## src/rtl/sprite_draw_scheduler.sv

```systemverilog
// Per-frame sprite sequencer: erase every slot at its old position, request one move step,
// then redraw every visible slot. Define SPRITE_SCHED_CLIP_EN to clip plots to a 160x120 screen.
module sprite_draw_scheduler #(
  parameter int SLOTS = 10,
  parameter int SPR_W = 4,
  parameter int SPR_H = 4
) (
  input  logic             clk,
  input  logic             reset_n,
  input  logic             frame_tick,
  input  logic [SLOTS-1:0] vis_mask,
  output logic [3:0]       slot,
  input  logic [7:0]       slot_x,
  input  logic [7:0]       slot_y,
  output logic             move_req,
  output logic             plot,
  output logic [7:0]       plot_x,
  output logic [6:0]       plot_y,
  output logic [2:0]       colour,
  output logic             busy,
  output logic             frame_done,
  output logic             overrun
);

  localparam int NPIX  = SPR_W * SPR_H;
  localparam int PIX_W = (NPIX > 1) ? $clog2(NPIX) : 1;

  typedef enum logic [2:0] {
    IDLE, ERASE_SETUP, ERASE, MOVE, DRAW_SETUP, DRAW, DONE
  } state_t;

  state_t           state_q, state_d;
  logic [3:0]       slot_q, slot_d;
  logic [PIX_W-1:0] pix_q, pix_d;

  // Old-position buffer: what was drawn last frame, so it can be erased this frame.
  logic             old_vis [SLOTS];
  logic [7:0]       old_x   [SLOTS];
  logic [7:0]       old_y   [SLOTS];

  logic             last_slot, last_pix, drawing, in_view;
  logic [7:0]       base_x, base_y, dx, dy, pix_x;
  logic [6:0]       pix_y;
  logic [2:0]       pix_colour;
  logic [7:0]       hold_x;
  logic [6:0]       hold_y;
  logic [2:0]       hold_c;

  assign last_slot = (slot_q == 4'(SLOTS - 1));
  assign last_pix  = (pix_q == PIX_W'(NPIX - 1));

  // NOTE: every variable gets a default before the case so no path can infer a latch.
  always_comb begin
    state_d = state_q;
    slot_d  = slot_q;
    pix_d   = pix_q;
    unique case (state_q)
      IDLE: begin
        if (frame_tick) begin
          state_d = ERASE_SETUP;
          slot_d  = '0;
        end
      end
      ERASE_SETUP: begin
        if (old_vis[slot_q]) begin
          state_d = ERASE;
          pix_d   = '0;
        end else if (last_slot) begin
          state_d = MOVE;
        end else begin
          slot_d = slot_q + 4'd1;
        end
      end
      ERASE: begin
        pix_d = last_pix ? '0 : pix_q + 1'b1;
        if (last_pix) begin
          if (last_slot) begin
            state_d = MOVE;
          end else begin
            state_d = ERASE_SETUP;
            slot_d  = slot_q + 4'd1;
          end
        end
      end
      MOVE: begin
        state_d = DRAW_SETUP;
        slot_d  = '0;
      end
      DRAW_SETUP: begin
        if (vis_mask[slot_q]) begin
          state_d = DRAW;
          pix_d   = '0;
        end else if (last_slot) begin
          state_d = DONE;
        end else begin
          slot_d = slot_q + 4'd1;
        end
      end
      DRAW: begin
        pix_d = last_pix ? '0 : pix_q + 1'b1;
        if (last_pix) begin
          if (last_slot) begin
            state_d = DONE;
          end else begin
            state_d = DRAW_SETUP;
            slot_d  = slot_q + 4'd1;
          end
        end
      end
      DONE:    state_d = IDLE;
      default: state_d = IDLE;
    endcase
  end

  // DRAW reads the entry written in its own DRAW_SETUP, so both passes share one address path.
  assign base_x     = old_x[slot_q];
  assign base_y     = old_y[slot_q];
  assign dx         = 8'(int'(pix_q) % SPR_W);
  assign dy         = 8'(int'(pix_q) / SPR_W);
  assign drawing    = (state_q == ERASE) || (state_q == DRAW);
  assign pix_colour = (state_q == DRAW) ? 3'b111 : 3'b000;

`ifdef SPRITE_SCHED_CLIP_EN
  logic [8:0] ux, uy;
  assign ux      = {1'b0, base_x} + {1'b0, dx};
  assign uy      = {1'b0, base_y} + {1'b0, dy};
  assign in_view = (ux < 9'd160) && (uy < 9'd120);
  assign pix_x   = ux[7:0];
  assign pix_y   = uy[6:0];
`else
  assign in_view = 1'b1;
  assign pix_x   = base_x + dx;
  assign pix_y   = 7'(base_y + dy);
`endif

  assign plot       = drawing && in_view;
  assign plot_x     = plot ? pix_x : hold_x;
  assign plot_y     = plot ? pix_y : hold_y;
  assign colour     = plot ? pix_colour : hold_c;
  assign slot       = slot_q;
  assign busy       = (state_q != IDLE);
  assign move_req   = (state_q == MOVE);
  assign frame_done = (state_q == DONE);
  assign overrun    = frame_tick && busy;

  // NOTE: sequential state uses non-blocking assignments so every register samples pre-edge values.
  always_ff @(posedge clk or negedge reset_n) begin
    if (!reset_n) begin
      state_q <= IDLE;
      slot_q  <= '0;
      pix_q   <= '0;
      hold_x  <= '0;
      hold_y  <= '0;
      hold_c  <= '0;
    end else begin
      state_q <= state_d;
      slot_q  <= slot_d;
      pix_q   <= pix_d;
      if (plot) begin
        hold_x <= pix_x;
        hold_y <= pix_y;
        hold_c <= pix_colour;
      end
    end
  end

  // NOTE: this buffer is reset on purpose so the first frame after reset erases nothing;
  // it must stay in flops rather than a RAM macro.
  always_ff @(posedge clk or negedge reset_n) begin
    if (!reset_n) begin
      for (int i = 0; i < SLOTS; i++) begin
        old_vis[i] <= 1'b0;
        old_x[i]   <= '0;
        old_y[i]   <= '0;
      end
    end else if (state_q == DRAW_SETUP) begin
      old_vis[slot_q] <= vis_mask[slot_q];
      old_x[slot_q]   <= slot_x;
      old_y[slot_q]   <= slot_y;
    end
  end

endmodule

```

## config.mk

```make
export PLATFORM = sky130hd
export DESIGN_NAME = sprite_draw_scheduler
export DESIGN_NICKNAME = d
export VERILOG_FILES = /design/src/rtl/sprite_draw_scheduler.sv
export SDC_FILE = /design/constraint.sdc
export NUM_CORES = 1
export LEC_CHECK = 0
export CAP_MARGIN = 20
export CORE_MARGIN = 4
export CORE_UTILIZATION = 50
export CTS_CLUSTER_DIAMETER = 80
export DETAILED_ROUTE_END_ITERATION = 8
export PLACE_DENSITY = 0.81
export RECOVER_POWER = 50
export SKIP_CTS_REPAIR_TIMING = 1
export SYNTH_ARGS = -nofsm -noshare
export SYNTH_HDL_FRONTEND = slang
export SYNTH_SLANG_ARGS = --single-unit
```

## constraint.sdc

```tcl
create_clock -name clk -period 4.23 [get_ports clk]
set_input_delay 1.269 -clock clk [delete_from_list [all_inputs] [get_ports clk]]
set_output_delay 1.269 -clock clk [all_outputs]
set_load 0.01 [all_outputs]
```

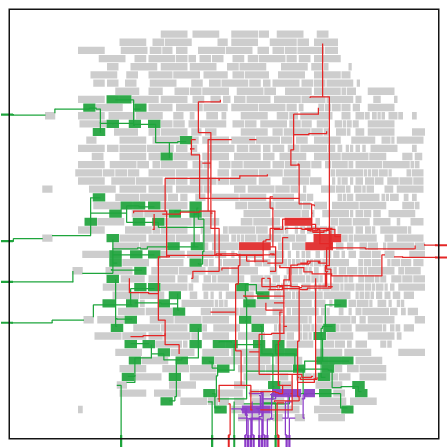
Figure 1: wires at chosen ports, followed through buffers.
(3 px per µm)
[`slot`] red | bits: 4 | direction: output | edge: 2 bottom, 2 right | end cells: 4 | buffers: 11 | wire: 1290 µm
[`slot_x`] green | bits: 8 | direction: input | edge: 4 left, 4 bottom | end cells: 80 | buffers: 8 | wire: 880 µm
[`vis_mask`] purple | bits: 10 | direction: input | edge: bottom | end cells: 3 | buffers: 10 | wire: 179 µm
I/O pins: 56
IO buf count: 54

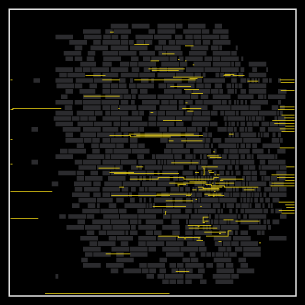
Figure 2: M3 wires.
(2 px per µm) Cells faint in the background.
wire length on this layer: 1090 µm
share of all routed wire: 5.1%
GRT met3 Usage: 3.75%
vias: 6048
wirelength, routed: 21700 µm

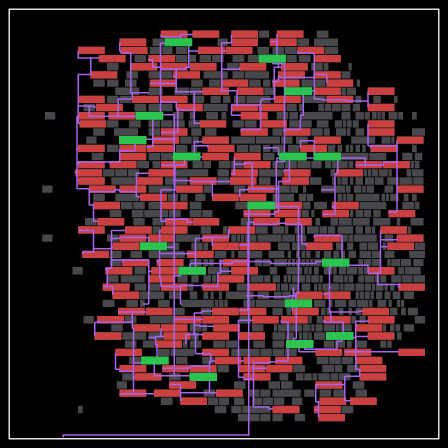
Figure 3: clock wires, drivers and flops.
(3 px per µm)
[cells driving clock nets] green | count: 17
[clock wires] purple | length: 2180 µm
[flip-flops] red | count: 189
routed clock nets: 18
clk latency late pin: 0.44 ns
clock share of power: 43.4%

==> results.txt <==
Crit path DRT - 2.96 ns
RSZ-0062 raised after global routing - yes
Max Transition Viols Final - 99
Setup WS post-layout - -0.242 ns
Critical path launch point type - register
Status - finished with violations
Final-report hold violation count - 0
Hold EP - old_vis[9]
Clk buf depth - 2
CP Class - register to output pin
Vias in the first global route - 6490
Critical Path AT - 3.20 ns
Placed inst area - 9980 µm²
CP Capture Type - output pin
Cell taking the most area after synthesis - dfrtp_1
Violations in the final reports - max-capacitance violations, max-slew violations, negative setup slack
Hold_ws - 0.480 ns
Setup violators final - 10
Count leader, synth - dfrtp_1
Vias per inst - 6.10
H-Tree Depth - 4
Largest net degree at the start of global routing - 99
Final-stage net count - 795
Most common logic cells in the final layout - 188 x dfrtp_1, 163 x mux2_2, 40 x buf_4
XOR/XNOR Area Share - 0.773%
GRT Total Usage - 21.5%
Final core utilization - 61.8%
Synth mux share - 30.6%
Cell Count, Final, Fillers Out - 992
Area Overhead vs Synth - 19.4%
Overall Power - 3860 µW
Max_cap viols - 1
Post-route cell area - 10800 µm²
[cell type report]
type	count	area, µm²
fillers	1224	6710
flip-flops and latches	189	4730
multi-input cells	431	4220
repair buffers	103	931
clock buffers	22	484
well taps	225	282
clock inverters	9	133
inverters	13	48.8
[sequential cells by signal, indices dropped and copies added, names as in the netlist]
| name | count |
|---|---|
| hold_c | 3 |
| hold_x | 8 |
| hold_y | 7 |
| old_vis | 10 |
| old_x | 80 |
| old_y | 70 |
| pix_q | 4 |
| slot | 4 |
| state_q | 3 |
[worst max path at each step]
stage	from	endpoint	slack, ns	cells after the start
after floorplan	slot[0]	plot_x[7]	0.02	13
after global placement	slot[0]	plot_x[7]	-0.32	9
after detailed placement	slot[0]	plot_x[7]	-0.31	9
after CTS	slot[0]	plot_x[7]	-0.79	9
after global routing	slot[0]	plot_y[5]	-0.32	12
final	slot[0]	plot_y[5]	-0.24	12
[cell families after synthesis]
logic type,count (synthesis)
mux,216
flops,189
xor+xnor,8
buf+inv,64
fa+ha+maj,11
compound gates,87
simple gates,109
[metal layers]
layer  part of all wire, %  GRT usage (%)  vias to the layer above
met4                   2.9           10.6                        0
li1                      -              -                     2643
met5                     0              0                        -
met3                   5.1           3.75                       51
met2                    51           36.5                      191
met1                    41           26.8                     3163
[where the power goes]
part	total, µW	switching [µW]	leakage (µW)	internal (µW)
registers	1920	37.7	0.00222	1880
logic	264	127	0.00209	137
clock network	1680	686	0.000299	992
[critical path, cell delays in order (launching register included)]
cell	delay, ns
dfrtp_4	0.47
buf_8	0.14
mux4_2	0.49
mux2i_1	0.16
o22a_1	0.26
inv_2	0.07
ha_4	0.27
a21oi_2	0.05
nor3_2	0.16
nand3_1	0.12
xor2_1	0.22
a21oi_2	0.19
clkbuf_2	0.16
Power and IR drop assume default switching activity.
